**Run 1: wiring by layer**

Scale: 3 px per um.
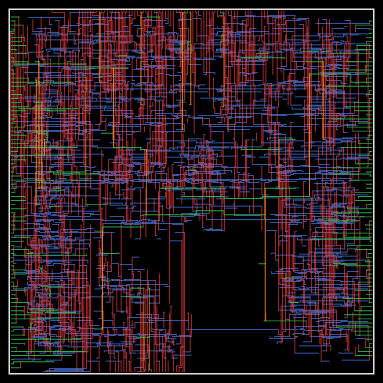
**Run 1: metal 4**

Scale: 3 px per um.
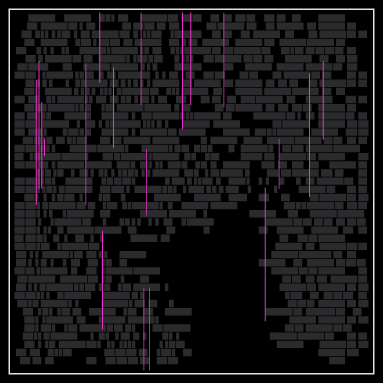
**Run 1: track usage over the die**

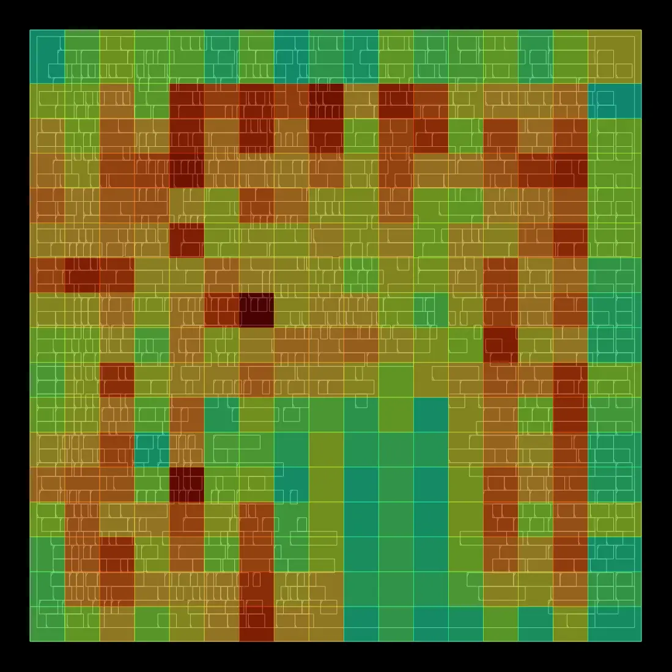
**Run 1: close-up of the layout**

Window x 81 to 101, y 20 to 40 um. Cells in grey, sequential cells in the stronger grey; small squares are vias.
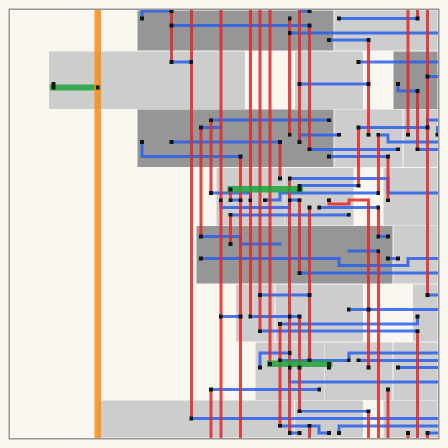
<file path="config.mk">
export PLATFORM = sky130hd
export DESIGN_NAME = mem_port_arbiter_flat
export DESIGN_NICKNAME = d
export VERILOG_FILES = /design/src/rtl/mem_port_arbiter_if.sv /design/src/rtl/mem_port_arbiter.sv /design/src/flat_wrapper.sv
export SDC_FILE = /design/constraint.sdc
export NUM_CORES = 1
export LEC_CHECK = 0
export CAP_MARGIN = 20
export CORE_UTILIZATION = 42
export CTS_CLUSTER_DIAMETER = 40
export DETAILED_ROUTE_END_ITERATION = 6
export GPL_TIMING_DRIVEN = 0
export MAX_ROUTING_LAYER = met4
export PLACE_DENSITY = 0.81
export SYNTH_ARGS = -nofsm -noshare
export SYNTH_HDL_FRONTEND = slang
export SYNTH_SLANG_ARGS = --single-unit
</file>
<file path="constraint.sdc">
create_clock -name clk_i -period 2.3 [get_ports clk_i]
set_input_delay 0.575 -clock clk_i [delete_from_list [all_inputs] [get_ports clk_i]]
set_output_delay 0.575 -clock clk_i [all_outputs]
set_load 0.1 [all_outputs]
</file>
<file path="src/rtl/mem_port_arbiter_if.sv">
// Bundle of requester-side and memory-side signals of the unified memory port.
// The arbiter takes the slave view; whatever drives the requesters and models
// the memory takes the master view.
interface mem_port_arbiter_if #(
    parameter int ADDR_W = 32,
    parameter int DATA_W = 32
);
    logic              if_req_i;
    logic [ADDR_W-1:0] if_addr_i;
    logic [DATA_W-1:0] if_rdata_o;
    logic              if_done_o;
    logic              if_stall_o;

    logic              dm_req_i;
    logic              dm_we_i;
    logic [ADDR_W-1:0] dm_addr_i;
    logic [DATA_W-1:0] dm_wdata_i;
    logic [DATA_W-1:0] dm_rdata_o;
    logic              dm_done_o;
    logic              dm_stall_o;

    logic              mem_req_o;
    logic              mem_we_o;
    logic [ADDR_W-1:0] mem_addr_o;
    logic [DATA_W-1:0] mem_wdata_o;
    logic              mem_ack_i;
    logic [DATA_W-1:0] mem_rdata_i;

    logic              err_o;

    modport slave (
        input  if_req_i, if_addr_i,
        input  dm_req_i, dm_we_i, dm_addr_i, dm_wdata_i,
        input  mem_ack_i, mem_rdata_i,
        output if_rdata_o, if_done_o, if_stall_o,
        output dm_rdata_o, dm_done_o, dm_stall_o,
        output mem_req_o, mem_we_o, mem_addr_o, mem_wdata_o,
        output err_o
    );

    modport master (
        output if_req_i, if_addr_i,
        output dm_req_i, dm_we_i, dm_addr_i, dm_wdata_i,
        output mem_ack_i, mem_rdata_i,
        input  if_rdata_o, if_done_o, if_stall_o,
        input  dm_rdata_o, dm_done_o, dm_stall_o,
        input  mem_req_o, mem_we_o, mem_addr_o, mem_wdata_o,
        input  err_o
    );
endinterface

</file>
<file path="src/rtl/mem_port_arbiter.sv">
// Arbiter for the CPU's single memory port: instruction fetch vs data access.
// Data access has priority, but after MAX_DM_RUN consecutive data grants with a
// fetch waiting, the fetch is served. A watchdog aborts WAIT after TIMEOUT
// cycles without ack and reports it on err_o alongside the done pulse.
//
// state  | meaning
// IDLE   | no transaction; pick a winner when any request is present
// WAIT   | mem_req_o held with latched address/data until ack or watchdog
// RESP   | owner's done pulse (and err_o on abort); requests ignored
module mem_port_arbiter #(
    parameter int ADDR_W     = 32,
    parameter int DATA_W     = 32,
    parameter int MAX_DM_RUN = 4,
    parameter int TIMEOUT    = 255
) (
    input logic              clk_i,
    input logic              rst_i,
    mem_port_arbiter_if.slave bus
);
    localparam logic [1:0] S_IDLE = 2'd0;
    localparam logic [1:0] S_WAIT = 2'd1;
    localparam logic [1:0] S_RESP = 2'd2;

    localparam int RUN_W = $clog2(MAX_DM_RUN + 1);
    localparam int WD_W  = $clog2(TIMEOUT + 1);

    logic [1:0]        state;
    logic [RUN_W-1:0]  run_cnt;
    logic [WD_W-1:0]   wd_cnt;
    logic              owner_dm;
    logic              mem_req;
    logic              mem_we;
    logic [ADDR_W-1:0] mem_addr;
    logic [DATA_W-1:0] mem_wdata;
    logic [DATA_W-1:0] if_rdata;
    logic [DATA_W-1:0] dm_rdata;
    logic              if_done;
    logic              dm_done;
    logic              err;

    logic run_full;
    logic grant_dm;
    logic wd_expired;

    assign run_full   = (run_cnt == RUN_W'(MAX_DM_RUN));
    assign grant_dm   = bus.dm_req_i & ~(bus.if_req_i & run_full);
    assign wd_expired = (wd_cnt == WD_W'(TIMEOUT - 1));

    // Arbitration, memory handshake, watchdog and response registers.
    always_ff @(posedge clk_i or negedge rst_i) begin
        if (!rst_i) begin
            state     <= S_IDLE;
            run_cnt   <= '0;
            wd_cnt    <= '0;
            owner_dm  <= 1'b0;
            mem_req   <= 1'b0;
            mem_we    <= 1'b0;
            mem_addr  <= '0;
            mem_wdata <= '0;
            if_rdata  <= '0;
            dm_rdata  <= '0;
            if_done   <= 1'b0;
            dm_done   <= 1'b0;
            err       <= 1'b0;
        end else begin
            if_done <= 1'b0;
            dm_done <= 1'b0;
            err     <= 1'b0;
            case (state)
                S_IDLE: begin
                    if (bus.if_req_i || bus.dm_req_i) begin
                        owner_dm <= grant_dm;
                        mem_req  <= 1'b1;
                        wd_cnt   <= '0;
                        if (grant_dm) begin
                            mem_we    <= bus.dm_we_i;
                            mem_addr  <= bus.dm_addr_i;
                            mem_wdata <= bus.dm_wdata_i;
                        end else begin
                            mem_we    <= 1'b0;
                            mem_addr  <= bus.if_addr_i;
                            mem_wdata <= '0;
                        end
                        // Count only data grants that made a fetch wait.
                        if (grant_dm && bus.if_req_i) begin
                            if (!run_full) run_cnt <= run_cnt + 1'b1;
                        end else begin
                            run_cnt <= '0;
                        end
                        state <= S_WAIT;
                    end
                end
                S_WAIT: begin
                    if (bus.mem_ack_i || wd_expired) begin
                        mem_req <= 1'b0;
                        if (owner_dm) begin
                            dm_done  <= 1'b1;
                            dm_rdata <= (bus.mem_ack_i && !mem_we) ? bus.mem_rdata_i : '0;
                        end else begin
                            if_done  <= 1'b1;
                            if_rdata <= bus.mem_ack_i ? bus.mem_rdata_i : '0;
                        end
                        err   <= ~bus.mem_ack_i;
                        state <= S_RESP;
                    end else begin
                        wd_cnt <= wd_cnt + 1'b1;
                    end
                end
                S_RESP: begin
                    state <= S_IDLE;
                end
                default: begin
                    state <= S_IDLE;
                end
            endcase
        end
    end

    assign bus.mem_req_o   = mem_req;
    assign bus.mem_we_o    = mem_we;
    assign bus.mem_addr_o  = mem_addr;
    assign bus.mem_wdata_o = mem_wdata;
    assign bus.if_rdata_o  = if_rdata;
    assign bus.dm_rdata_o  = dm_rdata;
    assign bus.if_done_o   = if_done;
    assign bus.dm_done_o   = dm_done;
    assign bus.err_o       = err;

    // Stalls drop in the done cycle so the pipeline advances on the next edge.
    assign bus.if_stall_o = bus.if_req_i & ~if_done;
    assign bus.dm_stall_o = bus.dm_req_i & ~dm_done;
endmodule

</file>
<file path="src/flat_wrapper.sv">
// flat-port wrapper written by rule: the top's interface ports become plain ports
module mem_port_arbiter_flat 
#(
    parameter int ADDR_W     = 32,
    parameter int DATA_W     = 32,
    parameter int MAX_DM_RUN = 4,
    parameter int TIMEOUT    = 255
)
  (clk_i, rst_i, bus_if_req_i, bus_if_addr_i, bus_dm_req_i, bus_dm_we_i, bus_dm_addr_i, bus_dm_wdata_i, bus_mem_ack_i, bus_mem_rdata_i, bus_if_rdata_o, bus_if_done_o, bus_if_stall_o, bus_dm_rdata_o, bus_dm_done_o, bus_dm_stall_o, bus_mem_req_o, bus_mem_we_o, bus_mem_addr_o, bus_mem_wdata_o, bus_err_o);
  mem_port_arbiter_if #(.ADDR_W(ADDR_W), .DATA_W(DATA_W)) bus_i ();
  input logic clk_i;
  input logic rst_i;
  input wire logic [$bits(bus_i.if_req_i)-1:0] bus_if_req_i;
  input wire logic [$bits(bus_i.if_addr_i)-1:0] bus_if_addr_i;
  input wire logic [$bits(bus_i.dm_req_i)-1:0] bus_dm_req_i;
  input wire logic [$bits(bus_i.dm_we_i)-1:0] bus_dm_we_i;
  input wire logic [$bits(bus_i.dm_addr_i)-1:0] bus_dm_addr_i;
  input wire logic [$bits(bus_i.dm_wdata_i)-1:0] bus_dm_wdata_i;
  input wire logic [$bits(bus_i.mem_ack_i)-1:0] bus_mem_ack_i;
  input wire logic [$bits(bus_i.mem_rdata_i)-1:0] bus_mem_rdata_i;
  output wire logic [$bits(bus_i.if_rdata_o)-1:0] bus_if_rdata_o;
  output wire logic [$bits(bus_i.if_done_o)-1:0] bus_if_done_o;
  output wire logic [$bits(bus_i.if_stall_o)-1:0] bus_if_stall_o;
  output wire logic [$bits(bus_i.dm_rdata_o)-1:0] bus_dm_rdata_o;
  output wire logic [$bits(bus_i.dm_done_o)-1:0] bus_dm_done_o;
  output wire logic [$bits(bus_i.dm_stall_o)-1:0] bus_dm_stall_o;
  output wire logic [$bits(bus_i.mem_req_o)-1:0] bus_mem_req_o;
  output wire logic [$bits(bus_i.mem_we_o)-1:0] bus_mem_we_o;
  output wire logic [$bits(bus_i.mem_addr_o)-1:0] bus_mem_addr_o;
  output wire logic [$bits(bus_i.mem_wdata_o)-1:0] bus_mem_wdata_o;
  output wire logic [$bits(bus_i.err_o)-1:0] bus_err_o;
  assign bus_i.if_req_i = bus_if_req_i;
  assign bus_i.if_addr_i = bus_if_addr_i;
  assign bus_i.dm_req_i = bus_dm_req_i;
  assign bus_i.dm_we_i = bus_dm_we_i;
  assign bus_i.dm_addr_i = bus_dm_addr_i;
  assign bus_i.dm_wdata_i = bus_dm_wdata_i;
  assign bus_i.mem_ack_i = bus_mem_ack_i;
  assign bus_i.mem_rdata_i = bus_mem_rdata_i;
  assign bus_if_rdata_o = bus_i.if_rdata_o;
  assign bus_if_done_o = bus_i.if_done_o;
  assign bus_if_stall_o = bus_i.if_stall_o;
  assign bus_dm_rdata_o = bus_i.dm_rdata_o;
  assign bus_dm_done_o = bus_i.dm_done_o;
  assign bus_dm_stall_o = bus_i.dm_stall_o;
  assign bus_mem_req_o = bus_i.mem_req_o;
  assign bus_mem_we_o = bus_i.mem_we_o;
  assign bus_mem_addr_o = bus_i.mem_addr_o;
  assign bus_mem_wdata_o = bus_i.mem_wdata_o;
  assign bus_err_o = bus_i.err_o;
  mem_port_arbiter #(.ADDR_W(ADDR_W), .DATA_W(DATA_W), .MAX_DM_RUN(MAX_DM_RUN), .TIMEOUT(TIMEOUT)) u_core (.clk_i(clk_i), .rst_i(rst_i), .bus(bus_i));
endmodule
</file>
==> results.tsv, run 1 <==
metric	value	unit
DP Area	8890	sq um
sequential area share after synthesis	61.9	%
final std cells w/o fill	1033	
Yosys reg bits	147	
fp util	43.0	%
vias in the first global route	5549	
tool warnings	28	
Worst Reg-to-Reg Cells	8	
Remaining DRCs	0	
number of vias per cell	5.39	
die extent in x	121	um
CTS tree	built	
Setup CP Type	reg2out	
required time worst endpoint	1.73	ns
YS warnings	0	
Fmax	439	MHz
height of the die	121	um
area share, top type	61.9	%
slowest stage delay, CP	0.92	ns
Tightest Pin Transition	1.05	ns
Post-Place Setup Slack	-0.938	ns
layout cells sized above 1	7.85	%
outcome	complete, no violations	
## Picture notes: 'wiring by layer'
red -> metal 2  # wire length 9940 um
blue -> metal 1  # wire length 7360 um
green -> metal 3  # wire length 1370 um
orange -> metal 4  # wire length 581 um

## Picture notes: 'metal 4'
nets with wire on the layer = 15
longest straight run = 46.9 um
wire length on this layer = 581 um
main direction = vertical
share of all routed wire = 3.0%
WL final: 19200 um
total number of vias: 5566

## Picture notes: 'track usage over the die'
Final Util: 67.5%
GRT met2 Usage: 47.2%
Tot GR Track Use: 27.5%
busiest grt layer: met2

## Picture notes: 'close-up of the layout'
blue -> metal 1
red -> metal 2
green -> metal 3
orange -> metal 4
sequential cells in the window = 3
cells with their middle in the window = 18
netlist names of flops here include = u_core.bus.dm_rdata_o (2), u_core.bus.if_rdata_o (1)
most frequent = a22o_1 (7), dlygate4sd2_1 (3), dfrtp_1 (3)

run 1: final cells by class:
| type | instances | area (sq um) | share of cell area, % |
|---|---|---|---|
| sequential | 147 | 3680 | 39.4 |
| clock inverter | 11 | 151 | 1.62 |
| buffer | 38 | 209 | 2.24 |
| tap | 180 | 225 | 2.41 |
| clock buffer | 21 | 450 | 4.83 |
| timing repair buffer | 269 | 2550 | 27.3 |
| multi-input combinational | 358 | 2030 | 21.8 |
| inverter | 9 | 33.8 | 0.362 |
run 1: routing by layer:
metal  up-vias  routed length, um  part of all wire [%]  GRT usage (%)
met4         0                581                   3.0           12.0
met1      2702               7360                    38           31.2
met5         -                  0                     0              -
met2       310               9940                    52           47.2
li1       2511                  -                     -              -
met3        43               1370                   7.1           5.40
run 1: layout by cell type, fill, tap and decap left out, drive strengths merged, types with 2 or more instances in the layout:
cell type and n:
and2 2, dlygate4sd2 130, nor2b 2, buf 28
and3 2, clkdlybuf4s50 132, clkdlybuf4s15 2, nand2b 3
dfrtp 147, clkbuf 36, a21oi 3, clkinvlp 4
nand4 2, nor2 35, a31oi 35, bufinv 3
o21ai 8, nand2 139, ha 4, a22o 64
nand3 45, inv 12
run 1: state kept, by name, summed over array words and instances, names as in the netlist, 2 cells and up:
name	flops
u_core.bus.mem_wdata_o	32
u_core.state	2
u_core.bus.dm_rdata_o	32
u_core.bus.if_rdata_o	32
u_core.bus.mem_addr_o	32
u_core.wd_cnt	8
u_core.run_cnt	3
run 1: cells in the mapped netlist, types with 2 or more instances:
master	number
dfrtp_1	147
nand2_1	139
a22o_1	64
nand3_1	44
a31oi_1	35
nor2_1	35
clkbuf_1	15
buf_2	14
inv_1	8
buf_6	6
o21ai_0	5
ha_1	4
a21oi_1	3
buf_1	3
nand2b_1	3
and2_1	2
and3_1	2
nor2b_1	2
o21ai_1	2
**Run 1: clock wires, drivers and flops**

Scale: 2 px per um.
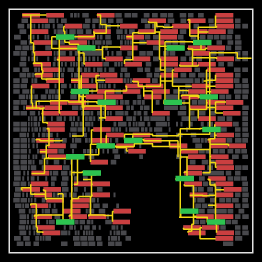

==> run 1 -> run 2 <==
Settings changed: CORE_UTILIZATION 42 to 50, DONT_BUFFER_PORTS set to 1, PLACE_DENSITY 0.81 to not set.
**Run 2: clock wires, drivers and flops**

Scale: 2 px per um.
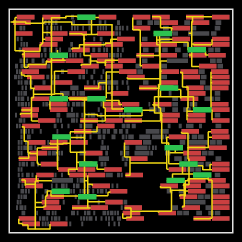
green -> clock drivers  # count 17
yellow -> clock wires  # length 1710 um
red -> flip-flops  # count 147
routed clock nets = 18
Layout Skew: 0.00480 ns

**Run 2: track usage over the die**

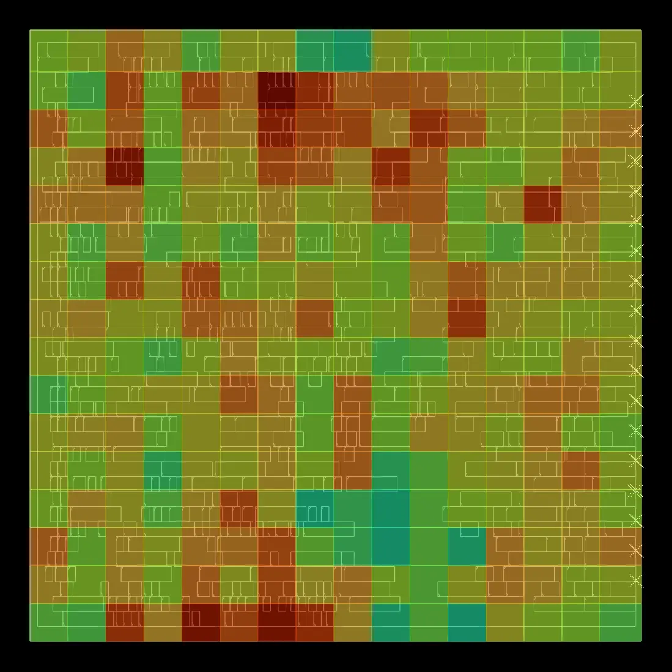
grt met1 use: 29.9%
Tot GR Track Use: 26.0%

==> run 2 against run 1 <==
  * Clock skew down 0.0053 ns
  * Maximum frequency up 2.5%
  * Sequential cell count unchanged
  * Area after synthesis unchanged
  * Critical path type unchanged
  * Synthesized cell count unchanged
  * Register-to-register slack better by 0.05 ns
  * Die area down 16%
  * Critical endpoint is now bus_if_stall_o
  * The run now ends with DRC, hold timing left
  * Core utilization down 8.2 points
  * Setup slack better by 0.055 ns
==> results.tsv, run 2 <==
metric	value	unit	change
Remaining DRCs	34		+34
minimum hold slack	-0.147	ns	
most frequent logic cell in the layout	dfrtp_1		
ANT cells	0		
die extent in x	111	um	-8.2%
Final Util	59.3	%	-8.2 points
Synth logic family	simple AND/OR/NAND/NOR gates		
Post-Place Setup Slack	-0.0151	ns	+0.923 ns
Site Rows	39		
chip area	12300	sq um	
height of the die	111	um	-8.2%
required time worst endpoint	1.73	ns	about the same
outcome	complete, but fails checks		
vias in the first global route	4602		-17%
Setup CP Type	reg2out		
Yosys reg bits	147		unchanged
violated checks	DRC, hold timing		
slowest stage delay, CP	0.62	ns	-0.30 ns
Fmax	450	MHz	+2.5%
number of vias per cell	5.94		+10%
Tightest Pin Transition	1.03	ns	-0.0182 ns
WL final	14800	um	-23%
Worst Reg-to-Reg Cells	7		-1
leading area contributor after synthesis	dfrtp_1		
clock slew at reported path FFs	0.06	ns	
total number of vias	4322		-22%
sequential area share after synthesis	61.9	%	unchanged
YS warnings	0		unchanged
top cells by count, synth	dfrtp_1, nand2_1, a22o_1, nand3_1		
fp util	51.6	%	+8.6 points
area share, top type	61.9	%	unchanged
layout cells sized above 1	10.9	%	+3.1 points
tool warnings	32		+14%
Final Hold Violation Tally	147		
CTS tree	built		
**Run 2: close-up of the layout**

Window x 73 to 93, y 18 to 38 um. Cells in grey, sequential cells in the stronger grey; small squares are vias.
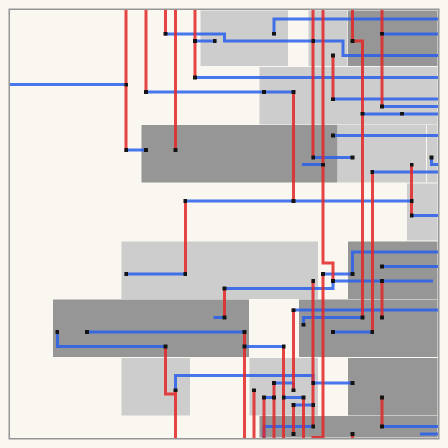
blue -> metal 1
red -> metal 2
sequential cells in the window = 3
cells with their middle in the window = 10
netlist names of flops here include = u_core.bus.if_rdata_o (2), u_core.bus.err_o (1)
most frequent = dfrtp_1 (3), buf_6 (2), clkbuf_16 (2)

-- run 2: metrics by stage --
step	TNS, ns	instances
2_1_floorplan	0	553
3_3_place_gp	-0.0152	696
3_5_place_dp	-0.0151	696
4_1_cts	0	728
5_1_grt	0	728
6_report	0	728
-- run 2: worst min path at each step --
stage,depth (start not counted),from,to
after global routing,0,rst_i,u_core.bus.dm_rdata_o[7]$_DFFE_PN0P_
after floorplan,0,rst_i,u_core.bus.dm_done_o$_DFF_PN0_
after CTS,0,rst_i,u_core.wd_cnt[4]$_DFFE_PN0P_
after global placement,0,rst_i,u_core.bus.dm_rdata_o[7]$_DFFE_PN0P_
after detailed placement,0,rst_i,u_core.bus.dm_rdata_o[7]$_DFFE_PN0P_
final,0,rst_i,u_core.bus.dm_rdata_o[7]$_DFFE_PN0P_
-- run 2: cells by family (layout without fill, tap and decap cells) --
group           count (synthesis)  count (layout)
compound gates                117             117
mux                             2               2
simple gates                  235             235
flops                         147             147
buf+inv                        48              80
fa+ha+maj                       4               4
-- run 2: metal layers --
layer	up-vias	part of all wire, %	track usage [%]
li1	1970	-	-
met1	2103	39	29.9
met2	217	48	40.6
met3	32	10	10.0
met4	0	2.4	11.4
met5	-	0	-
-- run 2: area by class of cell --
cell class | instances | area [sq um] | area share (%)
buffer | 39 | 213 | 3.12
clock buffer | 21 | 460 | 6.75
clock inverter | 11 | 223 | 3.26
sequential | 147 | 3680 | 53.9
tap | 143 | 179 | 2.62
inverter | 9 | 33.8 | 0.495
multi-input combinational | 358 | 2030 | 29.8
-- run 2: repair_timing --
item                                   in CTS  in global routing
endpoints found under the hold margin     147                147
resized                                     4                  0
setup endpoints to repair                   2                  0
